[config.mk]
export PLATFORM = sky130hd
export DESIGN_NAME = quad_enc_gen
export DESIGN_NICKNAME = d
export VERILOG_FILES = /design/src/rtl/quad_enc_gen.sv
export SDC_FILE = /design/constraint.sdc
export NUM_CORES = 1
export LEC_CHECK = 0
export ABC_AREA = 1
export CAP_MARGIN = 30
export CORE_ASPECT_RATIO = 0.5
export CORE_MARGIN = 3
export CORE_UTILIZATION = 40
export CTS_BUF_LIST = sky130_fd_sc_hd__clkbuf_4 sky130_fd_sc_hd__clkbuf_8
export CTS_CLUSTER_DIAMETER = 150
export DETAILED_ROUTE_END_ITERATION = 16
export SYNTH_ARGS = -nofsm -noshare
export SYNTH_HDL_FRONTEND = slang
export SYNTH_SLANG_ARGS = --single-unit
[constraint.sdc]
create_clock -name clk_i -period 2.95 [get_ports clk_i]
set_input_delay 0.59 -clock clk_i [delete_from_list [all_inputs] [get_ports clk_i]]
set_output_delay 0.59 -clock clk_i [all_outputs]
set_load 0.02 [all_outputs]
[src/rtl/quad_enc_gen.sv]
// Quadrature encoder pattern generator: emits a signed number of A/B edges at a fixed period and tracks position.
// Optional index pulse generation is enabled with `define QUAD_ENC_GEN_INDEX_EN.
module quad_enc_gen #(
  parameter int DIV_W = 16
) (
  input  logic                    clk_i,
  input  logic                    reset,
  input  logic                    start_wr,
  input  logic                    abort_i,
  input  logic signed [31:0]      step_cnt_i,
  input  logic        [DIV_W-1:0] period_i,
  input  logic                    pos_wr,
  input  logic        [31:0]      pos_i,
  input  logic        [31:0]      cpr_i,
  output logic                    quadA,
  output logic                    quadB,
  output logic                    index_strobe,
  output logic                    busy,
  output logic                    done,
  output logic signed [31:0]      position
);

  typedef enum logic {
    IDLE = 1'b0,
    RUN  = 1'b1
  } state_t;

  localparam logic [DIV_W-1:0] DIV_ONE = DIV_W'(1);

  state_t           state, state_nxt;
  logic             start_r1, start_r2, pos_r1, pos_r2;
  logic             start_edge, pos_edge;
  logic [31:0]      step_mag;
  logic [31:0]      remaining;
  logic [DIV_W-1:0] period_q, div_cnt;
  logic             dir_fwd;
  logic             edge_fire, last_edge, done_nxt;

  assign start_edge = start_r1 & ~start_r2;
  assign pos_edge   = pos_r1 & ~pos_r2;

  // Magnitude of the most negative count is 2^31, which still fits the unsigned counter.
  assign step_mag  = step_cnt_i[31] ? 32'(-step_cnt_i) : 32'(step_cnt_i);
  assign edge_fire = (state == RUN) && !abort_i && (div_cnt == period_q - DIV_ONE);
  assign last_edge = edge_fire && (remaining == 32'd1);
  assign busy      = (state == RUN);

  // NOTE: every variable written here gets a default first, so no latch is inferred.
  always_comb begin
    state_nxt = state;
    done_nxt  = 1'b0;
    case (state)
      IDLE: begin
        if (start_edge) begin
          if (step_mag == 32'd0) done_nxt  = 1'b1;
          else                   state_nxt = RUN;
        end
      end
      RUN: begin
        if (abort_i) begin
          state_nxt = IDLE;
        end else if (last_edge) begin
          state_nxt = IDLE;
          done_nxt  = 1'b1;
        end
      end
      default: state_nxt = IDLE;
    endcase
  end

  // NOTE: sequential state uses non-blocking assignments so all flops update from pre-edge values.
  always_ff @(posedge clk_i) begin
    if (reset) begin
      state     <= IDLE;
      start_r1  <= 1'b0;
      start_r2  <= 1'b0;
      pos_r1    <= 1'b0;
      pos_r2    <= 1'b0;
      remaining <= '0;
      period_q  <= DIV_ONE;
      div_cnt   <= '0;
      dir_fwd   <= 1'b1;
      quadA     <= 1'b0;
      quadB     <= 1'b0;
      done      <= 1'b0;
      position  <= '0;
    end else begin
      start_r1 <= start_wr;
      start_r2 <= start_r1;
      pos_r1   <= pos_wr;
      pos_r2   <= pos_r1;
      state    <= state_nxt;
      done     <= done_nxt;

      if (state == IDLE && start_edge) begin
        remaining <= step_mag;
        dir_fwd   <= ~step_cnt_i[31];
        period_q  <= (period_i == '0) ? DIV_ONE : period_i;
        div_cnt   <= '0;
      end else if (state == RUN) begin
        if (edge_fire) begin
          div_cnt   <= '0;
          remaining <= remaining - 32'd1;
        end else begin
          div_cnt <= div_cnt + DIV_ONE;
        end
      end

      // Forward walks AB 00->10->11->01, reverse walks the same ring backwards.
      if (edge_fire) begin
        if (dir_fwd) {quadA, quadB} <= {~quadB, quadA};
        else         {quadA, quadB} <= {quadB, ~quadA};
      end

      if (pos_edge)       position <= pos_i;
      else if (edge_fire) position <= dir_fwd ? position + 32'sd1 : position - 32'sd1;
    end
  end

`ifdef QUAD_ENC_GEN_INDEX_EN
  logic [31:0] rev_cnt, rev_nxt;

  always_comb begin
    rev_nxt = rev_cnt;
    if (dir_fwd) rev_nxt = (rev_cnt >= cpr_i - 32'd1) ? 32'd0 : rev_cnt + 32'd1;
    else         rev_nxt = (rev_cnt == 32'd0 || rev_cnt >= cpr_i) ? cpr_i - 32'd1 : rev_cnt - 32'd1;
  end

  // A position load also realigns the revolution, so it takes precedence over a coincident edge.
  always_ff @(posedge clk_i) begin
    if (reset) begin
      rev_cnt      <= '0;
      index_strobe <= 1'b0;
    end else begin
      index_strobe <= 1'b0;
      if (pos_edge) begin
        rev_cnt <= '0;
      end else if (edge_fire && cpr_i != 32'd0) begin
        rev_cnt      <= rev_nxt;
        index_strobe <= (rev_nxt == 32'd0);
      end
    end
  end
`else
  logic unused_cpr;
  assign unused_cpr   = ^cpr_i;
  assign index_strobe = 1'b0;
`endif

endmodule

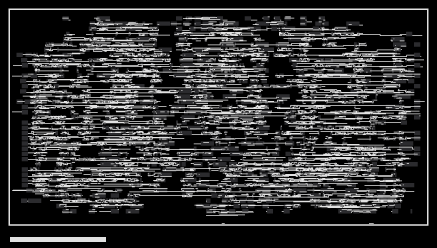
Figure 1: run 1, metal 1.
Scale bar: 50 um.
share of all routed wire: 48%
nets with wire on the layer: 1,606
main direction: horizontal

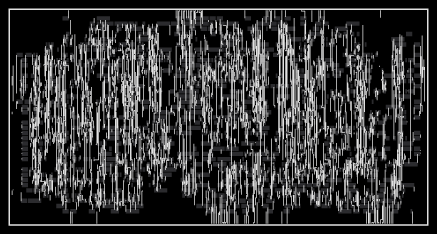
Figure 2: run 1, the metal 2 layer.
nets with wire on the layer: 1,339
share of all routed wire: 47%
wire length on this layer: 12,800 um
longest straight run: 64.9 um
main direction: vertical

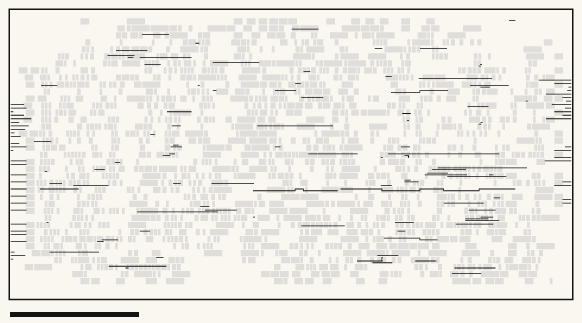
Figure 3: run 1, met3 routing.
Scale bar: 50 um.
main direction: horizontal
share of all routed wire: 4.1%

==> run_results.csv, run 1 <==
group,metric,value,unit
run_status,status,"complete, no violations",
yosys,ys_area,8960,um^2
global_route,grt_usage,22.7,%
yosys,synth-xor-area-share,7.14,%
yosys,simple_gate_area_share,42.2,%
clock_tree,clk_pin_slew_worst_paths,0.12,ns
worst_setup_path,ff2ff_setup_slack,0.25,ns
yosys,synthFlopType,"dfxtp_1",
place,dpl.hpwl,21600,um
route,wl_met3,1120,um
finish,sh_seq_area,19.6,%
route,route.detailed.drc,0,
clock_tree,cts_buffer_depth,2,
power_and_ir_drop,powerDensity,342,nW/um^2
clock_tree,cts_made_buffers,9,
run,cap_violations,0,
power_and_ir_drop,intPower,2.31,mW
finish,layout.nonclk_buf_share,13.6,%
die,core-area,21800,um^2
yosys,mux_area_share,0,%
route,viasPerCell,5.16,
worst_setup_path,r2r-end,"position[21]",
place,gp_congestion,0.920,
yosys,logic_family,"simple AND/OR/NAND/NOR gates",
worst_hold_path,holdPathStages,2,
timing,fin_crit,2.70,ns
worst_setup_path,crit_end,"position[21]",
route,totalWireLength,27500,um
finish,sh_comb_area,57.6,%
finish,inverters,117,
worst_setup_path,arrival,2.95,ns
global_route,grt_pass1_wl,45800,um
route,wl_per_cell,14.4,um
die,floorplan.core_util,41.1,%
yosys,syn_area,8960,um^2
global_route,antenna_found_initial,0,
yosys,synth-compound-area-share,14.2,%
run,warnings,60,
place,dpl_cell_area,10500,um^2
clock_tree,cts_resized,0,
timing,finalMaxSlewViolations,0,
worst_setup_path,cp_num_buf_inv,3,
global_route,use_met3,2.65,%
yosys,ys_async_sr_fraction,0,%
finish,design_area,10700,um^2
clock_tree,clock_latency,0.40,ns
power_and_ir_drop,power_sequential,1.56,mW
timing,fin_crit_sh,91.7,%
worst_setup_path,critPathRequiredTime,3.20,ns
finish,reg_top3,"position x32, remaining x32",
die,fp.dieH,112,um
yosys,ys_seq_share,23.5,%
die,chipArea,24300,um^2
yosys,synth_cell_types,46,
yosys,adder_share,5.25,%
power_and_ir_drop,total_power,3.67,mW
global_route,grt_pass1_vias,9400,
timing,rsz0062_at_grt,"no",
finish,instances_no_fill,1903,
worst_setup_path,crit_path_max_incr_delay,0.40,ns
yosys,edf_count,0,
yosys,ys_top_cells_by_count,"410 x nand2_1, 201 x nor2_1, 147 x nand3_1",
finish,fin_util,49.3,%
place,dp.cells,1885,
route,drtIter0Drc,493,
yosys,netlist.area_leader.share,23.5,%
finish,nets,1752,
die,fp-row-count,38,
clock_tree,cts_tree,"built",
power_and_ir_drop,irDropWorstVdd,0.235,mV
finish,nClkBuffers,9,
yosys,topCellsByArea,"dfxtp_1 23%, nand2_1 17%, nor2_1 8.4%",
route,routed.top_layer,"met4",
finish,layout_top_cell,"nand2_1",
finish,largest_class,"combinational gates",
timing,max_slew_margin,55.0,%
timing,postLayoutSetupSlackWorst,0.246,ns
die,tap_cells,300,
worst_setup_path,path_delay_family,"simple AND/OR/NAND/NOR gates",
timing,setup_viol,0,
yosys,ys_cells,1486,
clock_tree,cts_setup_buffers,0,
die,pin_count,154,
timing,hold-worst-slack,0.490,ns
power_and_ir_drop,pg_comb,1.22,mW
worst_setup_path,timing.rr.start,"dir_fwd",
timing,fmax,0.370,GHz
finish,drive_gt1_share,6.55,%
clock_tree,cts-root-buf,"clkbuf_8",
finish,seq_area,2100,um^2
finish,comb_area,6190,um^2
route,met2WireLength,12800,um
yosys,top_area_cell,"dfxtp_1",
power_and_ir_drop,pg_clk,0.897,mW
global_route,met1_usage,30.3,%
finish,nMultiInputCombCells,1215,
worst_setup_path,cp.depth,15,
yosys,synth_warnings,0,
clock_tree,cts_hold_buf,0,
worst_hold_path,min-delay-start,"pos_r1",
yosys,synthesis.nets,1640,
finish,nFillCells,2294,
timing,worstMarginPinSlew,0.675,ns
die,dieWidth,218,um
yosys,syn_area_per_cell,6.03,um^2
global_route,met2_usage,39.4,%
place,numPortBuffers,120,
worst_setup_path,crit_path_start,"dir_fwd",
finish,antenna_cells,0,
worst_setup_path,critPathKind,"reg2reg",
route,wl_met1,13100,um
clock_tree,h-tree-depth,3,
global_route,overflow,0,
worst_setup_path,crit_chain,"clkinvlp_4 > buf_12 > buf_4 > ha_1 > a21oi_1 > o21ai_0 > a21oi_1 > nand2_1 > nand2_1 > nand2_1 > or2_2 > nand3_1 > nand2_1 > nand2_1 > a21oi_1",
yosys,yosysMostFrequentCell,"nand2_1",
timing,hold_violations,0,
yosys,syn_inst,1486,
power_and_ir_drop,power_switching_share,37.2,%
worst_setup_path,end_kind,"flop",
worst_setup_path,cpMostUsedCell,"nand2_1",
==> run 2: changes to the inputs <==
Settings changed: PLACE_DENSITY_LB_ADDON set to 0.2.
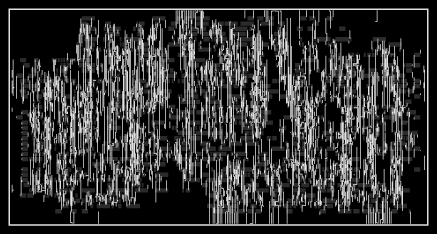
Figure 4: run 2, the metal 2 layer.
main direction: vertical
wire length on this layer: 12,500 um
share of all routed wire: 46%

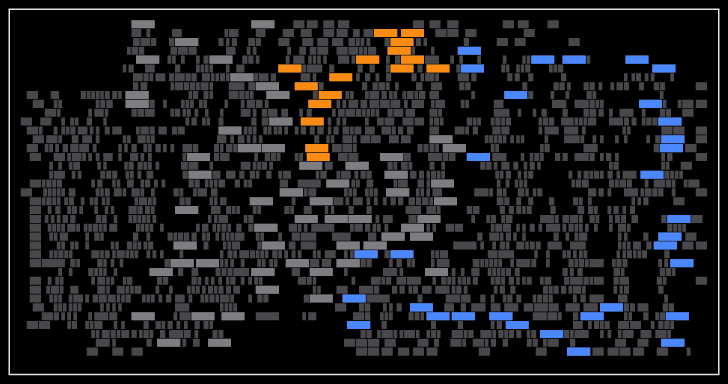
Figure 5: run 2, sequential cells coloured by netlist name.
Other sequential cells in the stronger grey, the rest of the logic in the fainter grey.
[`position`] blue | sequential cells: 32
[`period_q`] orange | sequential cells: 16 | where: north

==> run_results.csv, run 2 <==
group,metric,value,unit
yosys,synthesis.nets,1640,
clock_tree,cts_hold_buf,0,
worst_setup_path,end_kind,"flop",
global_route,grt_pass1_wl,44800,um
global_route,overflow,0,
power_and_ir_drop,pwr-share-clk,25.1,%
timing,hold-worst-slack,0.489,ns
route,vias,9798,
yosys,top_area_cell,"dfxtp_1",
worst_setup_path,crit_path_start,"dir_fwd",
yosys,logic_family,"simple AND/OR/NAND/NOR gates",
finish,layout_top_cell,"nand2_1",
worst_setup_path,crit_chain,"inv_1 > buf_12 > fa_1 > nand3_1 > nand2_1 > nand2_1 > nand2_1 > a21oi_1 > o21bai_1 > or2_2 > nand3_1 > nand2_1 > nand2_1 > a21oi_1",
route,route.detailed.drc,0,
die,tap_cells,300,
clock_tree,cts_buffer_depth,2,
run,warnings,60,
power_and_ir_drop,pg_comb,1.21,mW
clock_tree,cts_made_buffers,9,
global_route,top_usage_layer,"met2",
worst_hold_path,hp-class,"reg2reg",
power_and_ir_drop,intPower,2.33,mW
finish,drive_gt1_share,6.20,%
finish,design_area,10700,um^2
finish,sh_seq_area,19.6,%
yosys,syn_area,8960,um^2
yosys,ys_top_cells_by_count,"410 x nand2_1, 201 x nor2_1, 147 x nand3_1",
die,floorplan.core_util,41.1,%
worst_setup_path,ff2ff_setup_slack,0.21,ns
clock_tree,clock_latency,0.41,ns
clock_tree,cts-root-buf,"clkbuf_8",
finish,layout.nonclk_buf_share,13.4,%
power_and_ir_drop,power.share.sequential,42.1,%
worst_hold_path,holdPathStages,2,
finish,fin_util,49.1,%
finish,sh_comb_area,57.6,%
power_and_ir_drop,irDropWorstVdd,0.227,mV
worst_setup_path,critPathRequiredTime,3.22,ns
finish,inverters,117,
finish,antenna_cells,0,
global_route,grt_pass1_vias,9291,
die,dieWidth,218,um
worst_setup_path,crit_path_max_incr_delay,0.43,ns
worst_setup_path,critPathKind,"reg2reg",
global_route,met2_usage,38.0,%
yosys,ys_async_sr_fraction,0,%
worst_setup_path,r2r-end,"position[18]",
route,wl_met3,1160,um
clock_tree,cts_resized,0,
yosys,synthFlopType,"dfxtp_1",
finish,nClkBuffers,10,
yosys,ys_seq_share,23.5,%
die,fp.dieH,112,um
die,core-area,21800,um^2
yosys,ys_area,8960,um^2
place,dp.cells,1882,
clock_tree,clk_pin_slew_worst_paths,0.11,ns
yosys,mux_area_share,0,%
finish,num-nonclk-buffers,145,
yosys,synth_cell_types,46,
die,pin_count,154,
yosys,synth-xor-area-share,7.14,%
place,dpl.hpwl,21000,um
finish,nFillCells,2300,
timing,fmax,0.365,GHz
timing,rsz0062_at_grt,"no",
place,numPortBuffers,120,
finish,nMultiInputCombCells,1215,
timing,hold_violations,0,
timing,setup_viol,0,
global_route,met1_usage,29.3,%
yosys,syn_inst,1486,
finish,layout.clock.cell_area_share,1.80,%
route,wl_per_cell,14.3,um
global_route,antenna_found_initial,0,
timing,worstMarginPinSlew,0.831,ns
die,fp-row-count,38,
route,wl_met1,13000,um
worst_setup_path,cpMostUsedCell,"nand2_1",
yosys,synth-compound-area-share,14.2,%
worst_setup_path,critPathSlowestCell,"fa_1",
route,met2WireLength,12500,um
yosys,simple_gate_area_share,42.2,%
finish,comb_area,6180,um^2
yosys,yosysMostFrequentCell,"nand2_1",
finish,reg_top3,"position x32, remaining x32",
yosys,adder_share,5.25,%
die,chipArea,24300,um^2
timing,finalMaxSlewViolations,0,
power_and_ir_drop,total_power,3.70,mW
worst_setup_path,crit_end,"position[18]",
timing,fin_crit,2.74,ns
worst_setup_path,worst-path-max-fanout,31,
worst_setup_path,cp_num_buf_inv,2,
route,viasPerCell,5.16,
global_route,use_met3,2.95,%
finish,flop-count,105,
finish,instances_no_fill,1898,
worst_setup_path,arrival,3.00,ns
place,gp_congestion,0.930,
run_status,status,"complete, no violations",
worst_setup_path,path_delay_family,"simple AND/OR/NAND/NOR gates",
finish,seq_area,2100,um^2
yosys,netlist.area_leader.share,23.5,%
timing,skew,0.0138,ns
clock_tree,h-tree-depth,3,
clock_tree,cts_setup_buffers,0,
route,drtPass1Iterations,6,
run,cap_violations,0,
route,drtIter0Drc,572,
yosys,edf_count,0,
power_and_ir_drop,power_switching,1.37,mW
worst_hold_path,min_to,"pos_r2",
place,dpl_worst_slack,0.0352,ns
yosys,topCellsByArea,"dfxtp_1 23%, nand2_1 17%, nor2_1 8.4%",
finish,largest_class,"combinational gates",
worst_setup_path,cp.depth,14,
yosys,syn_area_per_cell,6.03,um^2
yosys,synth_warnings,0,
clock_tree,cts_tree,"built",
yosys,ys.flops,105,
global_route,grt_usage,22.1,%
route,routed.top_layer,"met4",
power_and_ir_drop,pg_clk,0.928,mW
power_and_ir_drop,powerDensity,345,nW/um^2
timing,postLayoutSetupSlackWorst,0.213,ns
timing,max_slew_margin,44.6,%
timing,fin_crit_sh,92.8,%
yosys,ys_cells,1486,
route,totalWireLength,27100,um
power_and_ir_drop,power_switching_share,37.0,%
worst_setup_path,timing.rr.start,"dir_fwd",
worst_hold_path,min-delay-start,"pos_r1",
power_and_ir_drop,power_sequential,1.56,mW
place,dpl_cell_area,10500,um^2
finish,nets,1747,
global_route,grt_start_max_net_pins,64,
Power and IR drop assume default switching activity.
